===== config.mk =====
export PLATFORM = sky130hd
export DESIGN_NAME = fetch_stage
export DESIGN_NICKNAME = d
export VERILOG_FILES = /design/src/rtl/fetch_stage.sv
export SDC_FILE = /design/constraint.sdc
export NUM_CORES = 1
export LEC_CHECK = 0
export CAP_MARGIN = 10
export CORE_ASPECT_RATIO = 1.2
export CORE_MARGIN = 4
export CORE_UTILIZATION = 51
export DETAILED_ROUTE_END_ITERATION = 6
export GPL_TIMING_DRIVEN = 0
export PLACE_DENSITY = 0.9
export SLEW_MARGIN = 25
export SYNTH_ARGS = -nofsm -noshare
export SYNTH_HDL_FRONTEND = slang
export SYNTH_SLANG_ARGS = --single-unit

===== constraint.sdc =====
create_clock -name clk -period 3.8 [get_ports clk]
set_input_delay 0.76 -clock clk [delete_from_list [all_inputs] [get_ports clk]]
set_output_delay 0.76 -clock clk [all_outputs]
set_load 0.01 [all_outputs]

===== src/rtl/fetch_stage.sv =====
// fetch_stage: 16-bit instruction fetch front end.
// Keeps at most one memory read outstanding, buffers one response in a skid
// entry while decode stalls, squashes in-flight responses on redirect, and
// stops permanently on halt.
// Optional HLT predecode is enabled by defining FETCH_HLT_PREDECODE_EN.
module fetch_stage #(
  parameter logic [15:0] RESET_PC = 16'h0000
) (
  input  logic        clk,
  input  logic        rst,
  input  logic        stall,
  input  logic        branching,
  input  logic [15:0] next_pc,
  input  logic        halt,
  output logic        imem_req,
  output logic [15:0] imem_addr,
  input  logic [15:0] imem_rdata,
  input  logic        imem_valid,
  output logic [15:0] instruction,
  output logic [15:0] f_pc_plus2,
  output logic        f_valid,
  output logic        halted
);

`ifdef FETCH_HLT_PREDECODE_EN
  localparam logic PREDECODE = 1'b1;
`else
  localparam logic PREDECODE = 1'b0;
`endif

  typedef enum logic [1:0] {
    ST_REQ,
    ST_SQUASH,
    ST_HALT
  } state_t;

  state_t      state, state_n;
  logic [15:0] pc, pc_n;
  logic [15:0] instr_n, pc2_n;
  logic        valid_n;
  logic        skid_valid, skid_valid_n;
  logic [15:0] skid_data, skid_data_n;
  logic [15:0] skid_pc2, skid_pc2_n;
  logic        run;
  logic        accept;
  logic [15:0] pc_inc;
  logic        rdata_hlt;
  logic        skid_hlt;

  // run holds the request off while reset is asserted; the first request goes
  // out in the cycle after the first clock edge with rst low.
  assign imem_req  = run && (state == ST_REQ) && !skid_valid;
  assign imem_addr = pc;
  assign halted    = (state == ST_HALT);
  assign accept    = imem_req && imem_valid;
  assign pc_inc    = pc + 16'd2;
  assign rdata_hlt = PREDECODE && (imem_rdata[15:12] == 4'hF);
  assign skid_hlt  = PREDECODE && (skid_data[15:12] == 4'hF);

  // State, PC, skid entry and the registered decode-side outputs.
  always_ff @(posedge clk or posedge rst) begin
    if (rst) begin
      state       <= ST_REQ;
      pc          <= RESET_PC;
      instruction <= '0;
      f_pc_plus2  <= '0;
      f_valid     <= 1'b0;
      skid_valid  <= 1'b0;
      skid_data   <= '0;
      skid_pc2    <= '0;
      run         <= 1'b0;
    end else begin
      state       <= state_n;
      pc          <= pc_n;
      instruction <= instr_n;
      f_pc_plus2  <= pc2_n;
      f_valid     <= valid_n;
      skid_valid  <= skid_valid_n;
      skid_data   <= skid_data_n;
      skid_pc2    <= skid_pc2_n;
      run         <= 1'b1;
    end
  end

  // Next-state and next-output selection; halt takes priority over everything.
  always_comb begin
    state_n      = state;
    pc_n         = pc;
    instr_n      = instruction;
    pc2_n        = f_pc_plus2;
    valid_n      = f_valid;
    skid_valid_n = skid_valid;
    skid_data_n  = skid_data;
    skid_pc2_n   = skid_pc2;

    if (halt) begin
      state_n      = ST_HALT;
      instr_n      = '0;
      valid_n      = 1'b0;
      skid_valid_n = 1'b0;
    end else begin
      unique case (state)
        ST_REQ: begin
          if (!stall && branching) begin
            // A request still waiting for its response must have that
            // response thrown away before fetching from the new target.
            pc_n         = next_pc;
            instr_n      = '0;
            valid_n      = 1'b0;
            skid_valid_n = 1'b0;
            state_n      = (imem_req && !imem_valid) ? ST_SQUASH : ST_REQ;
          end else if (stall) begin
            // Outputs frozen; a response landing now is parked in the skid.
            if (accept) begin
              skid_valid_n = 1'b1;
              skid_data_n  = imem_rdata;
              skid_pc2_n   = pc_inc;
              pc_n         = pc_inc;
            end
          end else if (skid_valid) begin
            instr_n      = skid_data;
            pc2_n        = skid_pc2;
            valid_n      = 1'b1;
            skid_valid_n = 1'b0;
            if (skid_hlt) state_n = ST_HALT;
          end else if (accept) begin
            instr_n = imem_rdata;
            pc2_n   = pc_inc;
            valid_n = 1'b1;
            pc_n    = pc_inc;
            if (rdata_hlt) state_n = ST_HALT;
          end else begin
            instr_n = '0;
            valid_n = 1'b0;
          end
        end
        ST_SQUASH: begin
          if (!stall && branching) pc_n = next_pc;
          if (imem_valid) state_n = ST_REQ;
          if (!stall) begin
            instr_n = '0;
            valid_n = 1'b0;
          end
        end
        ST_HALT: begin
          if (!stall) begin
            instr_n = '0;
            valid_n = 1'b0;
          end
        end
        default: state_n = ST_REQ;
      endcase
    end
  end

endmodule


==> images/clocks.png <==
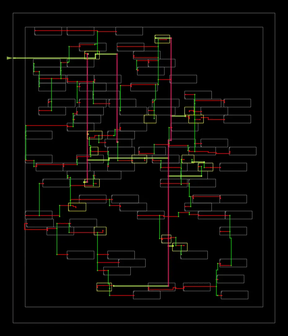
clk_buf instances: 9
Layout Skew: 0.0109 ns

==> images/clk_routes.png <==
Drawn at 2 px/um.
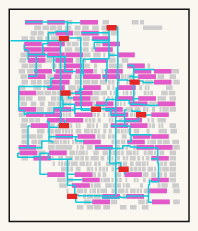
Key: cyan = clock wires [length 1070 um]; magenta = flip-flops [count 85]; red = clock drivers [count 9]
Position of the flops: spread over the die. There are 10 routed clock nets.

==> images/power_grid.png <==
Drawn at 4 px/um. Pins as bars on the die edge.
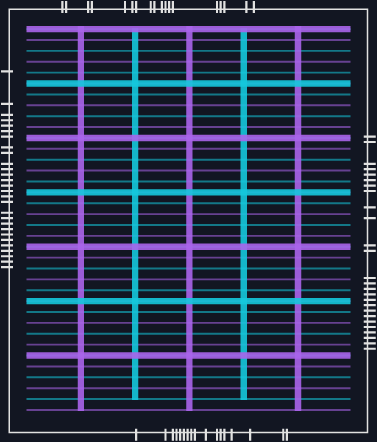
Key: purple = VSS; cyan = VDD
89 signal pins sit on the boundary. 5 straps on met4. The core has 35 rows. 36 met1 rails follow the rows.

==> images/wires.png <==
Drawn at 4 px/um.
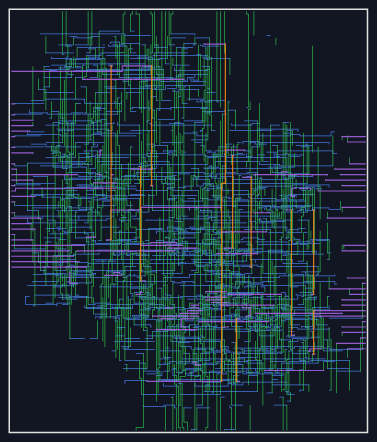
Key: green = metal 2 [wire length 5370 um]; orange = metal 4 [wire length 312 um]; purple = metal 3 [wire length 765 um]; blue = metal 1 [wire length 4320 um]

==> impl_metrics.csv <==
group,metric,value,unit
detailed_routing,drc,0,
power,power,0.00252,W
synthesis,xor_share,0.0195,
floorplan,die_x,89.2,um
setup_path,cp_slowest_stage_delay,0.54,ns
clocking,clk_latency,0.38,ns
power,power_switching,0.000856,W
power,pg_comb,0.000663,W
synthesis,synthAoiAreaFrac,0.191,
finish,final_layout_top_logic_cells,"clkdlybuf4s50_1, dfrtp_1, nand2_1",
global_route,grtUsageMet1,0.301,
synthesis,enable_flop_cells,0,
floorplan,ios,89,
sta,maxSlewHeadroom,0.515,
setup_path,worst_setup_path_start_kind,"flip-flop",
floorplan,die_area,9400,sq um
clocking,clkTransAtPathRegs,0.10,ns
sta,max_slew.worst_pin.slew,0.726,ns
finish,seq_share,0.404,
hold_path,worstHoldPathType,"flip-flop to flip-flop",
power,p_int,0.00166,W
finish,fin_area,5270,sq um
power,pwr-share-comb,0.263,
placed_design,placed_area,5070,sq um
setup_path,crit_path_cell_trace,"buf_2, buf_1, clkbuf_1, nor2_1, clkdlybuf4s50_1",
setup_path,critPathRequiredTime,3.04,ns
power,pg_seq,0.00120,W
finish,largest_cell_class,"sequential cells",
setup_path,path_buffers,4,
finish,comb_share,0.333,
detailed_routing,wl_met2,5370,um
outcome,status,"finished clean",
setup_path,rrSetupSlack,1.51,ns
clocking,numCtsBuffers,9,
power,pg_clk,0.000656,W
placed_design,dpl.hpwl,7700,um
clocking,cts_tree,"yes",
synthesis,top_cell_area_share,0.527,
setup_path,arrival,2.45,ns
detailed_routing,wl_per_cell,18.6,um
synthesis,simple_gate_share,0.132,
hold_path,hold_depth,1,
sta,period_needed,3.21,ns
floorplan,core_area,7710,sq um
clocking,max-clock-path-buffers,2,
synthesis,avgSynthCellArea,10.5,sq um
global_route,grtUsageTotal,0.239,
setup_path,critical-path-top-delay-family,"buffers and inverters",
placed_design,place.gp.congestion,0.908,
clocking,cts_resized,0,
sta,maxSlewViolCount,0,
setup_path,rr_startpoint,"state[1]$_DFFE_PP0P_",
sta,maxClockFrequency,0.312,GHz
sta,grt_setup_unrepaired,"false",
global_route,grt_max_degree,57,
setup_path,crit_start,"skid_valid$_DFFE_PP0P_",
synthesis,synth_adder_area_share,0.0124,
detailed_routing,ant_nets,0,
synthesis,syn_nets,425,
sta,setup_viol,0,
finish,layout.nets,525,
setup_path,cp-endpoint,"imem_req",
synthesis,common_cells,"dfrtp_1, nand2_1, nor2_1, o21ai_0, mux2_2",
detailed_routing,wirelength,10800,um
hold_path,hp-start,"instruction[3]$_DFFE_PP0P_",
floorplan,fp_util,0.523,
finish,drive_above_1_share,0.127,
finish,comb_area,1760,sq um
clocking,clockRootBuffer,"clkbuf_8",
finish,nMultiInputCombCells,263,
setup_path,slowest_stage,"clkdlybuf4s50_1",
synthesis,ys_area,4030,sq um
setup_path,crit_type,"flip-flop to primary output",
setup_path,critical_path_depth,5,
power,swShare,0.340,
synthesis,area_leaders,"dfrtp_1, mux2_2, o2bb2ai_1, a22oi_1, nand2_1",
floorplan,die_h,105,um
power,top_power_group,"registers",
finish,final_common_cell,"clkdlybuf4s50_1",
synthesis,ys_ff,85,
sta,finalCritPeriodShare,0.844,
synthesis,ff_type,"dfrtp_1",
synthesis,synthCells,383,
synthesis,top_logic_kind,"AND-OR/OR-AND gates",
finish,inv_count,8,
floorplan,rows,35,
finish,nonClockBufferCount,116,
synthesis,ys_cells,383,
global_route,grt_util_met3,0.0547,
job,tool_warnings,28,
finish,fin_cells,580,
sta,whs,0.502,ns
detailed_routing,drtIter0Drc,260,
sta,tns,0,ns
clocking,hold_buffers,0,
global_route,grt_use_met2,0.380,
power,p_seq_frac,0.476,
synthesis,ys_seq_frac,0.527,
setup_path,reg2reg_depth,8,
finish,area_growth,30.6,%
placed_design,port_buffers,87,
sta,setup_slack,0.592,ns
synthesis,ys_sh_mux,0.0785,
power,ir_worst_vdd,0.000260,V
job,maxCapViolCount,0,
finish,n_antenna_cell,0,
placed_design,dp_slack,0.974,ns
finish,fill_cells,562,
synthesis,synthMostInstantiatedCell,"dfrtp_1",
detailed_routing,route.vias.total,3519,
clocking,clock_sinks,85,
global_route,antenna_found_initial,0,
clocking,post_cts_buffers,0,
power,power-per-cell-area,478,nW/um^2
power,p_clk_frac,0.260,
Power figures rest on the tool's default switching activity, not on a simulated workload.
